Clock routing:
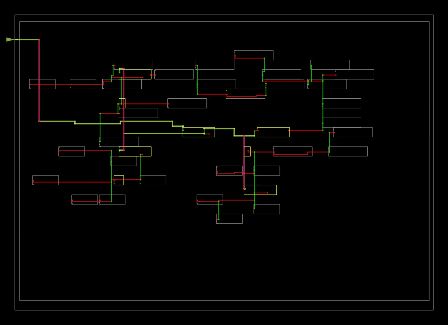
Gate-type map:
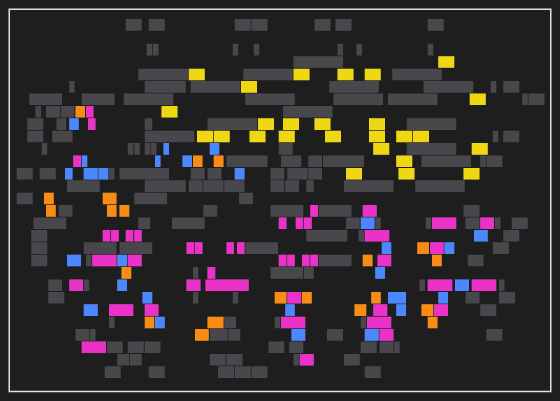
## src/rtl/bitwise_logic_unit.sv

```systemverilog
// WIDTH-bit bitwise logic unit: opcode-selected logic op, optional output inversion,
// running XOR accumulator, and a 2-entry result buffer with zero/parity flags.
module bitwise_logic_unit #(
   parameter int WIDTH = 8
) (
   input  logic             clk,
   input  logic             rst_n,
   input  logic             in_valid,
   output logic             in_ready,
   input  logic [WIDTH-1:0] in_a,
   input  logic [WIDTH-1:0] in_b,
   input  logic [2:0]       in_op,
   input  logic             in_enable,
   output logic             out_valid,
   input  logic             out_ready,
   output logic [WIDTH-1:0] out_z,
   output logic             out_zero,
   output logic             out_parity,
   output logic [WIDTH-1:0] acc_q
);

   localparam int EW = WIDTH + 2;

   typedef enum logic [2:0] {
      OP_A      = 3'b000,
      OP_AND    = 3'b001,
      OP_OR     = 3'b010,
      OP_XOR    = 3'b011,
      OP_ANDN   = 3'b100,
      OP_ORN    = 3'b101,
      OP_B      = 3'b110,
      OP_ACCXOR = 3'b111
   } op_e;

   logic [EW-1:0]    mem [2];
   logic             rd_ptr;
   logic             wr_ptr;
   logic [1:0]       count;
   logic [WIDTH-1:0] raw;
   logic [WIDTH-1:0] res;
   logic [EW-1:0]    entry;
   logic [EW-1:0]    head;
   logic             push;
   logic             pop;

   always_comb begin
      raw = in_a;
      case (op_e'(in_op))
         OP_A:      raw = in_a;
         OP_AND:    raw = in_a & in_b;
         OP_OR:     raw = in_a | in_b;
         OP_XOR:    raw = in_a ^ in_b;
         OP_ANDN:   raw = in_a & ~in_b;
         OP_ORN:    raw = in_a | ~in_b;
         OP_B:      raw = in_b;
         OP_ACCXOR: raw = in_a ^ acc_q;
         default:   raw = in_a;
      endcase
   end

   // Flags describe the stored (possibly inverted) value, not the raw op result.
   assign res   = in_enable ? ~raw : raw;
   assign entry = {^res, (res == '0), res};

   // Handshake: a beat transfers on any rising edge where valid && ready are both high;
   // valid never waits on ready, and in_ready depends only on rst_n and registered count.
   assign in_ready  = rst_n && (count != 2'd2);
   assign out_valid = (count != 2'd0);
   assign push      = in_valid && in_ready;
   assign pop       = out_valid && out_ready;

   always_ff @(posedge clk) begin
      if (!rst_n) begin
         count  <= 2'd0;
         rd_ptr <= 1'b0;
         wr_ptr <= 1'b0;
         acc_q  <= '0;
         mem[0] <= '0;
         mem[1] <= '0;
      end else begin
         if (push) begin
            mem[wr_ptr] <= entry;
            wr_ptr      <= ~wr_ptr;
            if (op_e'(in_op) == OP_ACCXOR) acc_q <= raw;
         end
         if (pop) rd_ptr <= ~rd_ptr;
         case ({push, pop})
            2'b10:   count <= count + 2'd1;
            2'b01:   count <= count - 2'd1;
            default: count <= count;
         endcase
      end
   end

   // Outputs read as zero whenever the buffer is empty.
   assign head       = out_valid ? mem[rd_ptr] : '0;
   assign out_z      = head[WIDTH-1:0];
   assign out_zero   = head[WIDTH];
   assign out_parity = head[WIDTH+1];

endmodule

```

## config.mk

```make
export PLATFORM = sky130hd
export DESIGN_NAME = bitwise_logic_unit
export DESIGN_NICKNAME = d
export VERILOG_FILES = /design/src/rtl/bitwise_logic_unit.sv
export SDC_FILE = /design/constraint.sdc
export NUM_CORES = 1
export LEC_CHECK = 0
export ABC_CLOCK_PERIOD_IN_PS = 7900
export CELL_PAD_IN_SITES_DETAIL_PLACEMENT = 0
export CELL_PAD_IN_SITES_GLOBAL_PLACEMENT = 1
export CORE_ASPECT_RATIO = 0.7
export CORE_MARGIN = 1
export CORE_UTILIZATION = 25
export DETAILED_ROUTE_END_ITERATION = 7
export GPL_ROUTABILITY_DRIVEN = 0
export PLACE_DENSITY_LB_ADDON = 0.1
export REMOVE_ABC_BUFFERS = 1
export SETUP_SLACK_MARGIN = 0.15
export SYNTH_ARGS = -nofsm -noshare
export SYNTH_HDL_FRONTEND = slang
export SYNTH_SLANG_ARGS = --single-unit
```

## constraint.sdc

```tcl
create_clock -name clk -period 7.9 [get_ports clk]
set_input_delay 1.58 -clock clk [delete_from_list [all_inputs] [get_ports clk]]
set_output_delay 1.58 -clock clk [all_outputs]
set_load 0.1 [all_outputs]
```

==> impl_metrics.py <==
# Auto-generated metrics
metrics = {
    "die": {
        "fp.dieH_microns": 83.50,
        "chip_area_sq_mm": 0.009889,
        "die_x_microns": 118.4,
    },
    "pwr": {
        "power_density_mw_per_mm2": 249.4,
        "seq_power_share": 0.298,
        "power.group.top": "combinational logic",
        "internal-power_uw": 427.8,
        "comb_power_share": 0.452,
        "seq-power_uw": 223,
    },
    "synth": {
        "synth-cells-yosys": 237,
        "synthCells": 237,
        "synth_warnings": 0,
        "avgSynthCellArea_sq_um": 10.01,
        "synth_seq_share": 0.3629,
        "synth.distinct_cells": 40,
        "yosys.area.top_type": "edfxtp_1",
        "synthTopCellsByCount": "mux2i_1, nor2_1, edfxtp_1",
        "logic_family": "simple AND/OR/NAND/NOR gates",
    },
    "timing": {
        "slew-limit-headroom": 0.3432,
        "period_used_share": 0.6733,
        "rsz0062_at_grt": "false",
        "fin_skew_ps": 5.145,
        "period_needed_ps": 5319,
        "drv_slew": 0,
    },
    "outcome": {
        "status": "completed",
    },
    "detailed_routing": {
        "route.detailed.drc": 0,
    },
    "setup_path": {
        "crit_path_end_kind": "output port",
        "crit_required_ps": 6320,
        "r2r_start": "acc_q[0]$_SDFFE_PN0P_",
        "cp.depth": 3,
    },
    "global_routing": {
        "grt_overflow": 0,
    },
    "worst_hold_path": {
        "hold_end": "wr_ptr$_SDFFE_PN0P_",
    },
    "clock_network": {
        "cts-root-buf": "clkbuf_16",
        "ctsResizeCount": 0,
    },
    "layout": {
        "regMostFlops": "mem",
    },
}
Back to the opening pictures, 'clock routing':
Latency at later pin: 280 ps
P_clk: 187 uW
clock sinks: 33
clkbuf count: 5

Back to the opening pictures, 'gate-type map':
Magenta is aoi and oai cells, cells 43, most used a21oi_1. Yellow is mux cells, cells 26, most used mux2i_1. Orange is and/or cells, cells 21, most used or2_2. Blue is nand cells, cells 28, most used nand2b_1.
most frequent logic cell in the layout: clkdlybuf4s50_1
Finished Layout Cells: 395
logic share of the area: 0.4497

==> kinds of logic after synthesis <==
family | after synthesis
buffers and inverters | 31
adders and majority gates | 5
DFF | 33
AOI/OAI and AO/OA | 44
muxes | 26
and+or+nand+nor | 77
xor gates and xnor gates | 21
==> final cells by class <==
type	instances	area [sq um]	share of cell area
multi-input combinational	173	1348	0.4497
sequential	33	860.8	0.2873
timing repair buffer	45	445.4	0.1486
tap	124	155.1	0.05177
clock buffer	5	125.1	0.04175
inverter	12	45.04	0.01503
clock inverter	3	17.52	0.005846
==> worst max-delay path by stage <==
stage	to	slack (ps)	startpoint
3_3_place_gp	in_ready	2600	rst_n
4_1_cts	in_ready	2590	rst_n
6_report	in_ready	2580	rst_n
3_5_place_dp	in_ready	2610	rst_n
5_1_grt	in_ready	2470	rst_n
2_1_floorplan	in_ready	4010	rst_n
==> per-stage QoR <==
step,util,worst slack (ps),instance area (sq um),hold WS (ps)
6_report,0.3277,2581,2997,482.2
3_5_place_dp,0.3121,2605,2854,462.2
5_1_grt,0.3277,2469,2997,502.9
4_1_cts,0.3277,2593,2997,471.5
2_1_floorplan,-,4006,2253,442.8
3_3_place_gp,0.3121,2595,2854,460.2
==> routing by layer <==
| layer | routed length [microns] | vias up | part of all wire | global-route usage |
|---|---|---|---|---|
| li1 | - | 924 | - | - |
| met1 | 3176 | 853 | 0.55 | 0.1839 |
| met2 | 2283 | 39 | 0.40 | 0.1743 |
| met3 | 241 | 7 | 0.042 | 0.02596 |
| met4 | 61 | 0 | 0.011 | 0.03452 |
| met5 | 0 | - | 0 | 0 |
==> worst reg2reg max path: cells and delay by family, from the launching register on <==
kind	cells	cell delay [ps]
DFF	1	330
xor gates and xnor gates	3	530
AOI/OAI and AO/OA	2	800
and+or+nand+nor	2	270
adders and majority gates	1	260
No activity file was given, so power comes from the tool's default toggle rates.
